Run 1, M4 wires:
(4 px per um) Supply wires on this layer in gray.
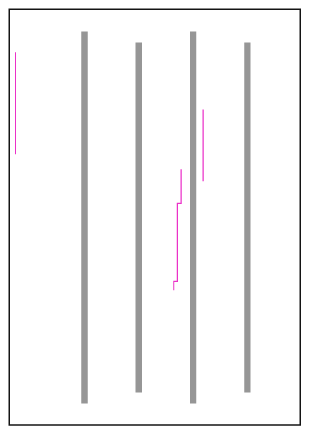
Run 1, sequential cells colored by netlist name:
(4 px per um) Other sequential cells in the stronger gray, the rest of the logic in the fainter gray.
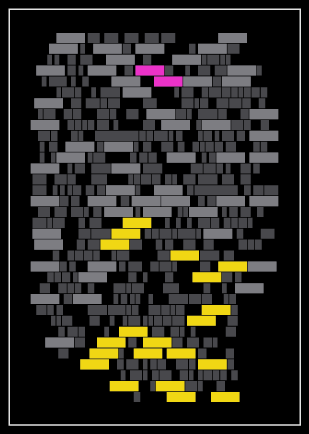
Run 1, signal wires by layer:
(4 px per um) Two of the layers only.
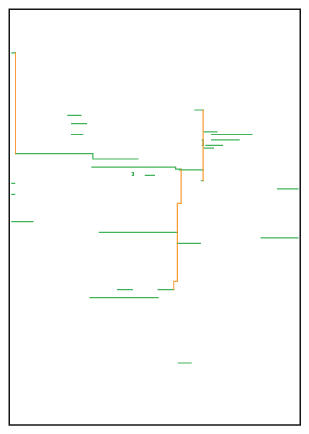
Run 1, signal wires on met1:
(6 px per um) Supply wires on this layer in gray.
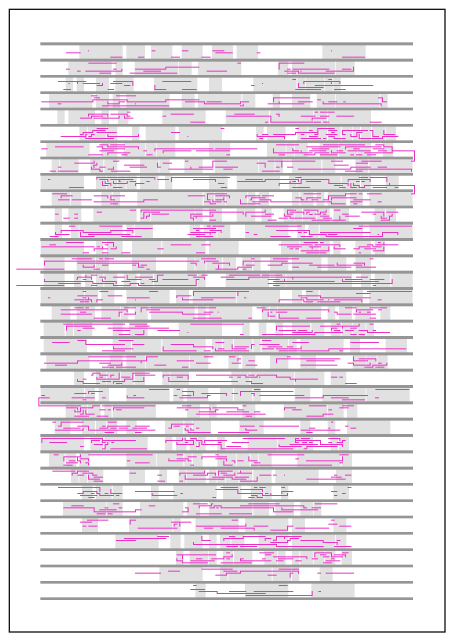
Design turn_signal_input_conditioner, sky130hd; sources not shown.
==> metrics.cfg, run 1 <==
[floorplan]
floorplan.core_area_sq_um=5743
io_pins=10
rows=34
die_h_um=103.5

[grt]
grt_max_degree=14
antenna_found_initial=0

[timing]
max_freq_mhz=384.8
setup_viol=0
hold_viol=0
fin_tns_setup_ps=0

[synthesis]
yosysUniqueCellTypes=39
synth_warnings=0
fp_nets=382
synthCells=374
avgSynthCellArea_sq_um=8.735

[critical_path]
cp_common_cell=nor2_1
reg2regPathDepth=6
cp_max_fo=10
crit_slowest_cell=clkdlybuf4s50_1
crit_buf_inv=3
path_class=in -> reg

[final_layout]
drive_gt1_share_pct=7.519
diodes=0
syn_to_final_growth_pct=12.22
mi_logic_area_sq_um=1698

[clock_tree]
path_clk_slew_ps=80
cts_setup_buffers=0
htree_levels=3
cts_tree=done
cts-root-buf=clkbuf_8
clock_sinks=74

[placed_design]
placed_area_sq_um=3447
dpl.hpwl_um=4571

[pwr]
p_per_area_nw_per_um2=384.2
ir_drop_mv=0.2635
p_leak_nw=1.034

[worst_hold_path]
min_path_type=reg -> reg

[outcome]
status=finished, final reports clean

-- 'M4 wires' (at the start) --
The longest straight run is 25.2 um. The layer holds 1.1% of the routed length. The layer carries 74.6 um of wire. The wires run mostly vertical.
DRT Wirelength: 6575 um
routed via count: 2730

-- 'sequential cells colored by netlist name' (at the start) --
Key: yellow = `u_deb_haz.r_cnt` [flops 20, where bottom middle]; magenta = `u_deb_right.r_sync` [flops 2]
Another 52 sequential cells are not colored.
seq pwr: 0.752 mW
Util after Layout: 63.83%
fraction of area in registers: 40.41%

-- 'signal wires by layer' (at the start) --
Key: orange = met4 [wire length 74.6 um]; green = met3 [wire length 179 um]
GRT Total Usage: 18.81%
DR WL/cell: 13.96 um

-- 'signal wires on met1' (at the start) --
The wires run mostly horizontal. 386 nets have wire on it. The longest straight run is 25.8 um. The layer carries 2820 um of wire. The layer holds 43% of the routed length.
met1 Use GR: 21.57%

run 1: synth_stat cells (all sizes together):
master | n | area, sq um
nand3 | 23 | 125.1
nand4bb | 2 | 22.52
xor2 | 15 | 131.4
or3b | 2 | 17.52
o31ai | 8 | 60.06
nand4 | 16 | 100.1
nand2 | 21 | 78.83
nor4bb | 1 | 10.01
ha | 3 | 37.54
a21oi | 22 | 110.1
nor4 | 12 | 75.07
o22ai | 1 | 6.260
o21ba | 1 | 10.01
or4 | 9 | 67.56
a211oi | 1 | 7.510
nor2 | 43 | 161.4
clkbuf | 8 | 30.03
nor4b | 7 | 61.31
and3 | 5 | 32.53
nor3b | 1 | 7.510
inv | 10 | 37.54
nor2b | 7 | 43.79
o21a | 1 | 7.510
and2 | 2 | 12.51
nand4b | 1 | 8.760
buf | 4 | 20.02
xnor2 | 24 | 210.2
nor3 | 12 | 60.06
or2 | 4 | 25.03
or3 | 13 | 81.33
o21ai | 16 | 87.58
nand2b | 2 | 12.51
dfxtp | 74 | 1481
and4 | 3 | 26.28
run 1: worst reg2reg max path, stage by stage, from the launching register on:
cell and delay, ps:
dfxtp_1 460, ha_1 280, and4_1 270, nand2_1 140, o21ai_1 630, buf_2 350
nor2_1 80
run 1: stage by stage:
| stage | hold slack [ps] | std cells |
|---|---|---|
| detailed placement | 225.3 | 455 |
| finish | 244.6 | 471 |
| floorplan | 213.8 | 374 |
| CTS | 249.6 | 471 |
| global route | 255.5 | 471 |
| global placement | 217.5 | 455 |
run 1: final cells by class:
class	count	share of cell area, %
well taps	72	2.457
plain buffers	12	1.365
repair buffers	9	2.457
clock inverters	6	2.491
multi-input cells	278	46.31
inverters	10	1.024
flip-flops and latches	74	40.41
clock buffers	10	3.481
run 1: power breakdown:
group	internal (mW)	switching, mW
sequential	0.749	0.00257
combinational	0.00789	0.0108
clock	0.357	0.282
total	1.11	0.295
run 1: kinds of logic after synthesis:
logic type | Yosys count
AOI/OAI and AO/OA | 50
xor gates and xnor gates | 39
buffers and inverters | 22
DFF | 74
and+or+nand+nor | 186
adders and majority gates | 3
run 1: routing by layer:
metal | wire [um] | track usage [%]
met4 | 74 | 5.645
met1 | 2822 | 21.57
met2 | 3499 | 33.57
met3 | 179 | 4.457
met5 | 0 | 0
run 1: cell usage in the layout, fill, tap and decap left out, types with 4 or more instances in the layout:
master           synthesis  layout
dfxtp_1                 74      74
nor2_1                  43      43
xnor2_1                 24      24
a21oi_1                 22      22
nand2_1                 21      21
nand3_1                 21      21
nand4_1                 16      16
xor2_1                  15      15
or3_1                   13      13
o21ai_0                 13      13
nor4_1                  12      12
nor3_1                  12      12
inv_1                   10      10
clkbuf_1                 8       9
or4_1                    9       9
clkbuf_8                 0       9
clkdlybuf4s50_1          0       9
o31ai_1                  8       8
nor4b_1                  7       7
nor2b_1                  7       7
buf_2                    4       4
and3_1                   4       4
==> run 1 -> run 2 <==
--- a/config.mk
+++ b/config.mk
@@ -7,11 +7,11 @@
 export LEC_CHECK = 0
 export CORE_ASPECT_RATIO = 1.5
 export CORE_MARGIN = 5
-export CORE_UTILIZATION = 56
+export CORE_UTILIZATION = 55
 export DETAILED_ROUTE_END_ITERATION = 7
 export GPL_ROUTABILITY_DRIVEN = 0
 export GPL_TIMING_DRIVEN = 0
-export PLACE_DENSITY = 0.74
+export PLACE_DENSITY = 0.75
 export SLEW_MARGIN = 20
 export SYNTH_ARGS = -nofsm -noshare
 export SYNTH_HDL_FRONTEND = slang
==> constraint.sdc (replaced) <==
create_clock -name clk -period 2.3 [get_ports clk]
set_clock_uncertainty 0.2 [all_clocks]
set_input_delay 0.46 -clock clk [delete_from_list [all_inputs] [get_ports clk]]
set_output_delay 0.46 -clock clk [all_outputs]
set_load 0.02 [all_outputs]
Run 2, signal wires on met1:
(6 px per um) Supply wires on this layer in gray.
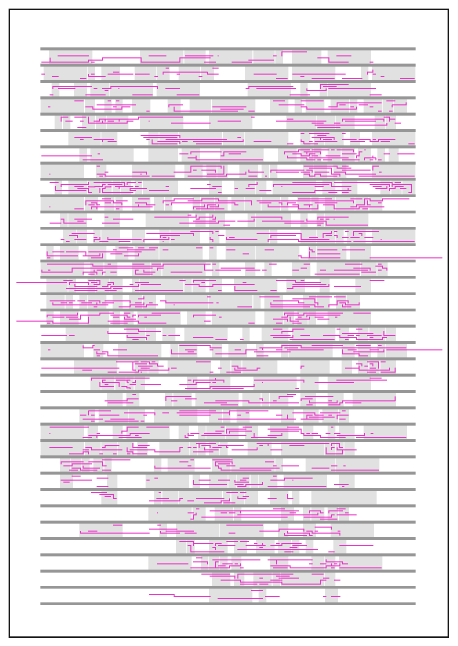
The layer carries 2810 um of wire. The layer holds 43% of the routed length. The wires run mostly horizontal. The longest straight run is 17.5 um.
routed via count: 2711
met1 Use GR: 20.15%
DRT Wirelength: 6470 um

Run 2, sequential cells colored by netlist name:
(4 px per um) Other sequential cells in the stronger gray, the rest of the logic in the fainter gray.
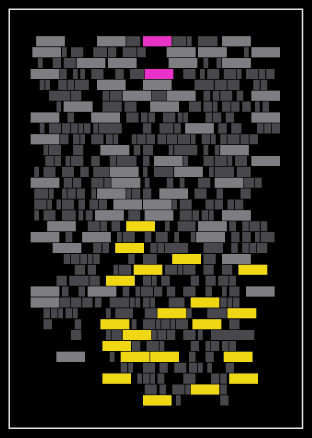
Key: yellow = `u_deb_haz.r_cnt` [flops 20, where bottom middle]; magenta = `u_deb_right.r_sync` [flops 2]
Another 52 sequential cells are not colored.
register area: 1481 sq um
Util after Layout: 63.60%
seq pwr: 1.29 mW
fraction of area in registers: 40.26%

==> run 2 against run 1 <==
Non-clock buffer count did not move; design area up 0.38%; via count shrank 0.70%; final cell count stayed put; synthesized cell count stayed put; area after synthesis is the same; clock-buffer cell count did not move; sequential power rose by 72%; flip-flop count stayed put.
==> metrics.cfg, run 2 <==
[outcome]
status=finished, final reports clean

[critical_path]
path_class=reg -> reg
crit_slowest_cell=or4_1
reg2regPathDepth=6  ; unchanged
cp_max_fo=7  ; -3

[synthesis]
synth_warnings=0  ; unchanged
top_area_share_pct=45.35  ; unchanged
synthTopCellsByCount=dfxtp_1, nor2_1, xnor2_1
netlist.top_cell.by_area=dfxtp_1
fp_nets=382  ; unchanged
yosysUniqueCellTypes=39  ; unchanged
most_common_cell=dfxtp_1
synthCells=374  ; unchanged
synthArstFlopShare_pct=0  ; unchanged
avgSynthCellArea_sq_um=8.735  ; unchanged

[drt]
post_drt_wl_per_cell_um=13.74  ; -1.6%

[final_layout]
lay_top_count=dfxtp_1
most-common-layout-cells=dfxtp_1, nor2_1, xnor2_1
syn_to_final_growth_pct=12.64
diodes=0  ; unchanged

[grt]
antenna_found_initial=0  ; unchanged
track_usage_pct=18.08  ; -0.73 points

[pwr]
seq_power_share_pct=55.1  ; +1.7 points
combPwrFrac_pct=1.4  ; about the same
p_int_mw=1.830  ; +64%
clkPwrFrac_pct=43.5  ; -1.8 points
netSwitchingPower_mw=0.5124  ; +74%
ir_drop_mv=0.4096  ; +55%
p_leak_nw=1.031  ; -0.31%

[placed_design]
dpl.hpwl_um=4597  ; +0.55%

[clock_tree]
cts_tree=done
cts-root-buf=clkbuf_8
path_clk_slew_ps=80  ; about the same

[timing]
fin_tns_setup_ps=0  ; unchanged
hold_viol=0  ; unchanged

[floorplan]
rows=34  ; unchanged
io_pins=10  ; unchanged
floorplan.core_area_sq_um=5786  ; +0.74%

Run 2, M4 wires:
(4 px per um) Supply wires on this layer in gray.
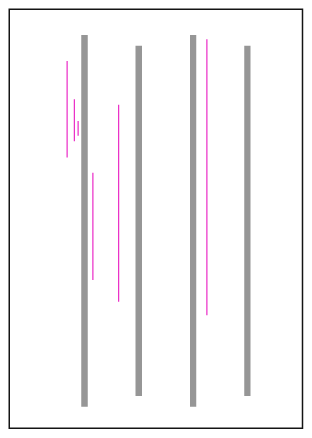
The wires run mostly vertical. The layer holds 2.8% of the routed length. The longest straight run is 68.7 um. 5 nets have wire on it. The layer carries 182 um of wire.

[run 2: metrics by stage]
step	total power [mW]	hold slack, ps	std cells
after global placement	1.353	216.3	455
after detailed placement	1.353	229.4	455
after floorplan	1.339	213.8	374
final	2.343	241.2	471
after global routing	2.422	273.1	471
after CTS	2.363	247.4	471
[run 2: cell families after synthesis]
family	count (synthesis)
AND-OR/OR-AND	50
flip-flops	74
adder cells (fa/ha/maj)	3
XOR/XNOR	39
buffers and inverters	22
AND/OR/NAND/NOR	186
[run 2: repair_timing]
| action | CTS | global route |
|---|---|---|
| resized | 1 | 4 |
| setup endpoints to repair | 10 | 32 |
| pin swaps | 0 | 0 |
| endpoints found under the hold margin | 0 | 0 |
| cloned | 0 | 0 |
[run 2: metal layers]
metal	global-route usage [%]	share of wire, %	vias up
li1	-	-	1378
met1	20.15	43	1287
met2	31.07	52	30
met3	3.965	1.8	16
met4	9.499	2.8	0
met5	0	0	-
[run 2: cell type report]
class	instances	area, sq um
clock inverters	6	66.31
fillers	535	2106
repair buffers	9	90.09
flip-flops and latches	74	1481
well taps	72	90.09
clock buffers	10	137.6
inverters	10	37.54
multi-input cells	278	1727
plain buffers	12	50.05
[run 2: power by group through the flow]
stage / Sequential [mW] / Clock (mW) / Combinational, mW
2_1_floorplan: 1.32 / 0 / 0.0191
3_3_place_gp: 1.32 / 0 / 0.0320
3_5_place_dp: 1.32 / 0 / 0.0324
4_1_cts: 1.29 / 1.04 / 0.0329
5_1_grt: 1.29 / 1.09 / 0.0379
6_report: 1.29 / 1.02 / 0.0335
Power and IR drop assume default switching activity.
